==> config.mk <==
export PLATFORM = sky130hd
export DESIGN_NAME = uart_arb
export DESIGN_NICKNAME = d
export VERILOG_FILES = /design/src/rtl/uart_arb_pkg.sv /design/src/rtl/uart_arb_fifo.sv /design/src/rtl/uart_arb.sv
export SDC_FILE = /design/constraint.sdc
export NUM_CORES = 1
export LEC_CHECK = 0
export ABC_AREA = 1
export CORE_UTILIZATION = 40
export DETAILED_ROUTE_END_ITERATION = 10
export PLACE_DENSITY = 0.59
export SLEW_MARGIN = 30
export SYNTH_ARGS = -nofsm -noshare
export SYNTH_HDL_FRONTEND = slang
export SYNTH_SLANG_ARGS = --single-unit
==> constraint.sdc <==
create_clock -name clock -period 5.8 [get_ports clock]
set_input_delay 0.87 -clock clock [delete_from_list [all_inputs] [get_ports clock]]
set_output_delay 0.87 -clock clock [all_outputs]
set_load 0.02 [all_outputs]
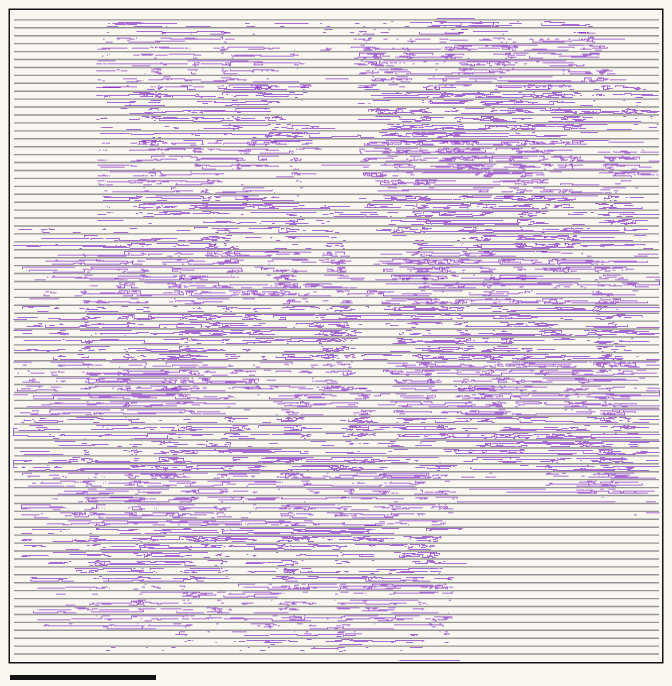
**Above:** run 1 (M1 wires).
The bar under the picture is 50 µm long. Supply wires on this layer in grey.
wire length on this layer: 23.4 mm
longest straight run: 62.6 µm
main direction: horizontal
Routed WL: 53.2 mm
vias: 15500
met1 usage: 0.276

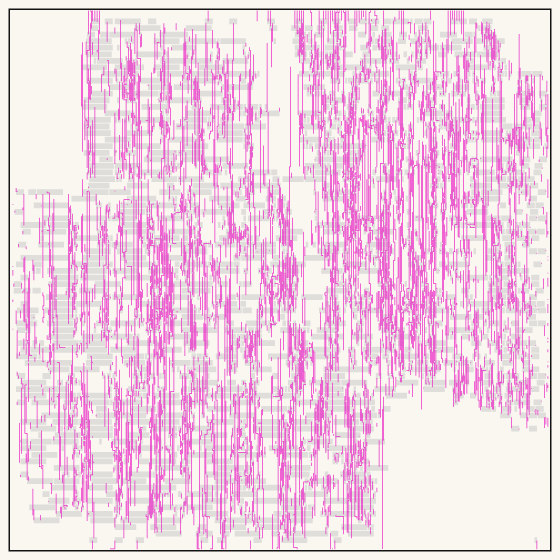
**Above:** run 1 (metal 2).
nets with wire on the layer: 1957
main direction: vertical
longest straight run: 99.6 µm
routing usage on met2: 0.365

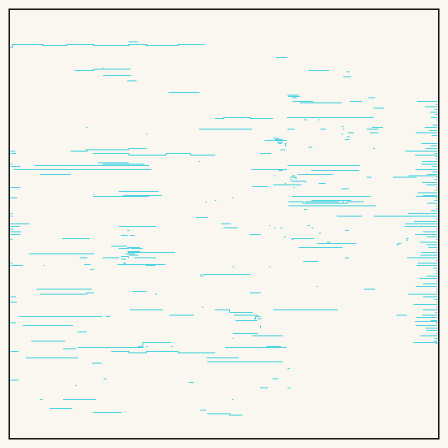
**Above:** run 1 (signal wires on met3).
nets with wire on the layer: 226
main direction: horizontal
share of all routed wire: 5.1%
wire length on this layer: 2720 µm
longest straight run: 71.8 µm
grt met3 use: 0.0320

==> impl_metrics.toml, run 1 <==
# generated from flow reports
[outcome]
outcome = "completed"

[clocking]
cts_tree = "done"
cts_buffer_depth = 3
cts_made_buffers = 41
cts_setup_buffers = 0
htreeDepth = 2
cts_hold_repair.buffers = 0
root_buffer = "clkbuf_16"

[final_timing]
whs_ps = 481
fin_skew_ps = 24.6

[yosys]
async_flop_share = 0.312
synth_area_um2 = 19700
top_cells_by_area = "edfxtp_1 39%, dfrtp_1 15%, nand2_1 12%, nand3_1 7.8%, ha_1 5.4%"
ys_ff = 372

[placement]
place_congestion = 0.968

[route]
ant_nets = 0
drt_iter0_markers = 928

[cells_and_area]
seqCellArea_um2 = 10600
drive_above_1_share = 0.0595
largest_reg_flops = 256

[floorplan]
fp-utilization = 0.408
die_y_um = 224
core_um2 = 48100
rows = 80

[pwr]
peakVddDrop_mv = 0.222
swShare = 0.264

[critical_path]
crit_fanout = 20
[run 1: power groups by stage]
stage	Combinational (µW)	Sequential [µW]	Clock [µW]
6_report	828	3190	2630
4_1_cts	836	3190	2680
5_1_grt	936	3220	2790
2_1_floorplan	546	3210	0
3_3_place_gp	799	3230	0
3_5_place_dp	833	3240	0
[run 1: stage by stage]
step	cell area, µm²	worst slack, ps	std cells	util
2_1_floorplan	19700	3010	2139	-
3_3_place_gp	22000	2120	2917	0.456
3_5_place_dp	22000	2030	2917	0.456
4_1_cts	23300	2240	2993	0.485
5_1_grt	23300	1900	2993	0.485
6_report	23300	2180	2993	0.485
[run 1: critical path: stages, from the launching register on]
cell and delay (ps):
dfstp_2 650, inv_4 80, nand2_1 70, nand2_2 90, inv_2 90, nand2_1 70
nand2_2 140, nand4_4 360, nand2_4 480, nor2_4 80, nand2_2 100, inv_1 100
ha_1 260, xor2_1 230, ha_1 180, a21oi_1 60, a21oi_1 200, o21ai_0 120
o21a_1 110
[run 1: cell type report]
cell class              count  area share
well taps                 656      0.0352
clock buffers              52      0.0470
repair buffers            191      0.0808
clock inverters            24      0.0116
flip-flops and latches    372       0.454
multi-input cells        1530       0.344
inverters                 168      0.0274
[run 1: cell families after synthesis]
family          share of synthesized area
compound gates                     0.0277
other cells                      0.000191
fa+ha+maj                          0.0541
xor+xnor                           0.0396
buf+inv                            0.0531
simple gates                        0.285
flops                               0.539
mux                               0.00115
[run 1: per-layer routing]
layer,part of all wire,up-vias,routed length [µm]
met1,0.44,7372,23400
met2,0.48,434,25700
li1,-,7572,-
met4,0.025,0,1310
met3,0.051,92,2720
met5,0,-,0
**Run 1: track usage over the die**

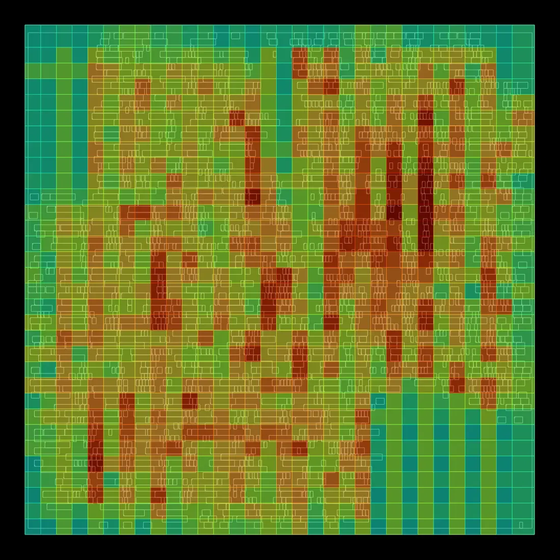

==> run 1 -> run 2 <==
==> constraint.sdc (replaced) <==
create_clock -name clock -period 3.45 [get_ports clock]
set_input_delay 0.5175 -clock clock [delete_from_list [all_inputs] [get_ports clock]]
set_output_delay 0.5175 -clock clock [all_outputs]
set_load 0.02 [all_outputs]
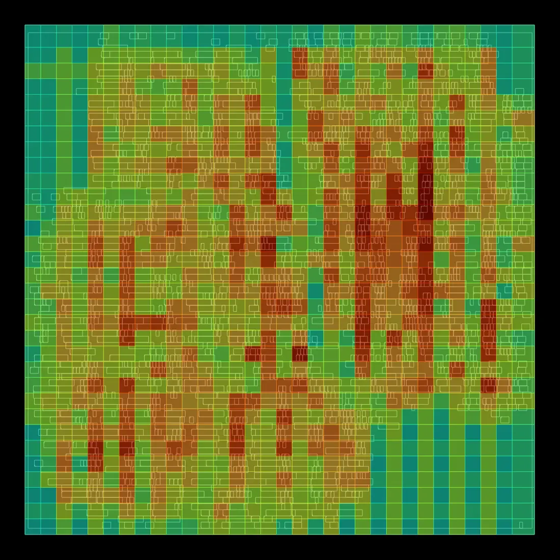
**Above:** run 2 (track usage over the die).
routing usage on met2: 0.357
grt met3 use: 0.0346
GRT Total Usage: 0.213

==> run 2 against run 1 <==
Effect of this change: non-clock buffer count grew 55; flip-flop count is the same; clock power grew 72%; routed wire length shrank 0.11%; fmax grew 15%.
==> impl_metrics.toml, run 2 <==
# generated from flow reports
[route]
ant_nets = 0
drt_iter0_markers = 1173

[cells_and_area]
fin_cells = 3048
layout.nets = 2546
drive_above_1_share = 0.0819
largest_reg_flops = 256

[yosys]
fp_nets = 2326
synth_area_um2 = 19700
yosys_cells = 2139
ys_ff = 372
syn_inst = 2139
async_flop_share = 0.312

[critical_path]
worstPathCellList = "inv_4, nand2_1, nand2_2, nand3_1, nand2_1, nor3_2, nand2_1, nand2_2, inv_1, nand3_2, inv_1, ha_1, nand2_1, inv_1, nor2_1, nand2_1, nor2_2, a31oi_1, a211oi_2, xor2_1"
crit_family = "simple AND/OR/NAND/NOR gates"
path_buffers = 4
path_depth = 20
crit_top_cell = "nand2_1"
cpPeakStageDelay_ps = 620

[clocking]
cts_made_buffers = 41
cts_buffer_depth = 3
htreeDepth = 2
cts_tree = "done"
cts_hold_repair.buffers = 0

[pwr]
peakVddDrop_mv = 0.365

[floorplan]
rows = 80
die_y_um = 224
chipWidth_um = 224
core_um2 = 48100
fp-utilization = 0.408

[placement]
dp_cells = 2970
place_ws_ps = 104
place_congestion = 0.985

[job]
maxCapViolations = 0

[final_timing]
fin_ws_ps = 305
whs_ps = 130

[outcome]
outcome = "completed"
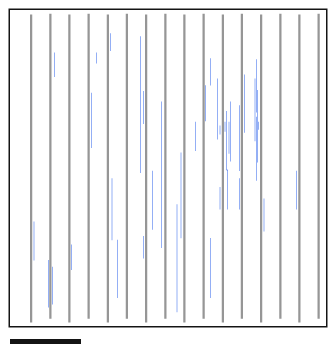
**Above:** run 2 (M4 wires).
The bar under the picture is 50 µm long. Supply wires on this layer in grey.
nets with wire on the layer: 27
longest straight run: 103 µm
share of all routed wire: 2.5%
wire length on this layer: 1340 µm
main direction: vertical
vias: 15500
Routed WL: 53.2 mm

## run 2: cell counts after synthesis
Identical to the previous run, type by type.
## run 2: stage by stage
| step | total power (µW) | util | cell area [µm²] |
|---|---|---|---|
| 5_1_grt | 11800 | 0.495 | 23800 |
| 3_3_place_gp | 6830 | 0.465 | 22400 |
| 2_1_floorplan | 6320 | - | 19700 |
| 3_5_place_dp | 6890 | 0.465 | 22400 |
| 4_1_cts | 11400 | 0.494 | 23800 |
| 6_report | 11300 | 0.495 | 23800 |
## run 2: routing by layer
metal / wire (µm) / share of wire / up-vias / global-route usage
met5: 0 / 0 / - / 0
met4: 1340 / 0.025 / 0 / 0.0643
li1: - / - / 7677 / -
met1: 24000 / 0.45 / 7359 / 0.284
met2: 25200 / 0.47 / 416 / 0.357
met3: 2680 / 0.050 / 90 / 0.0346
## run 2: cells by family after synthesis
| group | share of synthesized area |
|---|---|
| other | 0.000191 |
| adders and majority gates | 0.0541 |
| and+or+nand+nor | 0.285 |
| AOI/OAI and AO/OA | 0.0277 |
| xor gates and xnor gates | 0.0396 |
| buffers and inverters | 0.0531 |
| muxes | 0.00115 |
| DFF | 0.539 |
## run 2: layout make-up
cell class                 count  area, µm²
multi-input combinational   1530       8050
tap                          656        821
clock inverter                23        295
inverter                     168        641
clock buffer                  53       1110
timing repair buffer         246       2310
sequential                   372      10600
fill                        4444      24300
## run 2: where the power goes
group	total (µW)	internal [µW]	switching, µW
clock network	4520	2680	1840
registers	5360	5150	214
logic	1450	536	910
## run 2: repair_timing
action | CTS | global route
setup endpoints to repair | 0 | 2
setup buffers | 0 | 2
resized | 0 | 5
hold endpoints to repair | 0 | 0
No activity file was given, so power comes from the tool's default toggle rates.
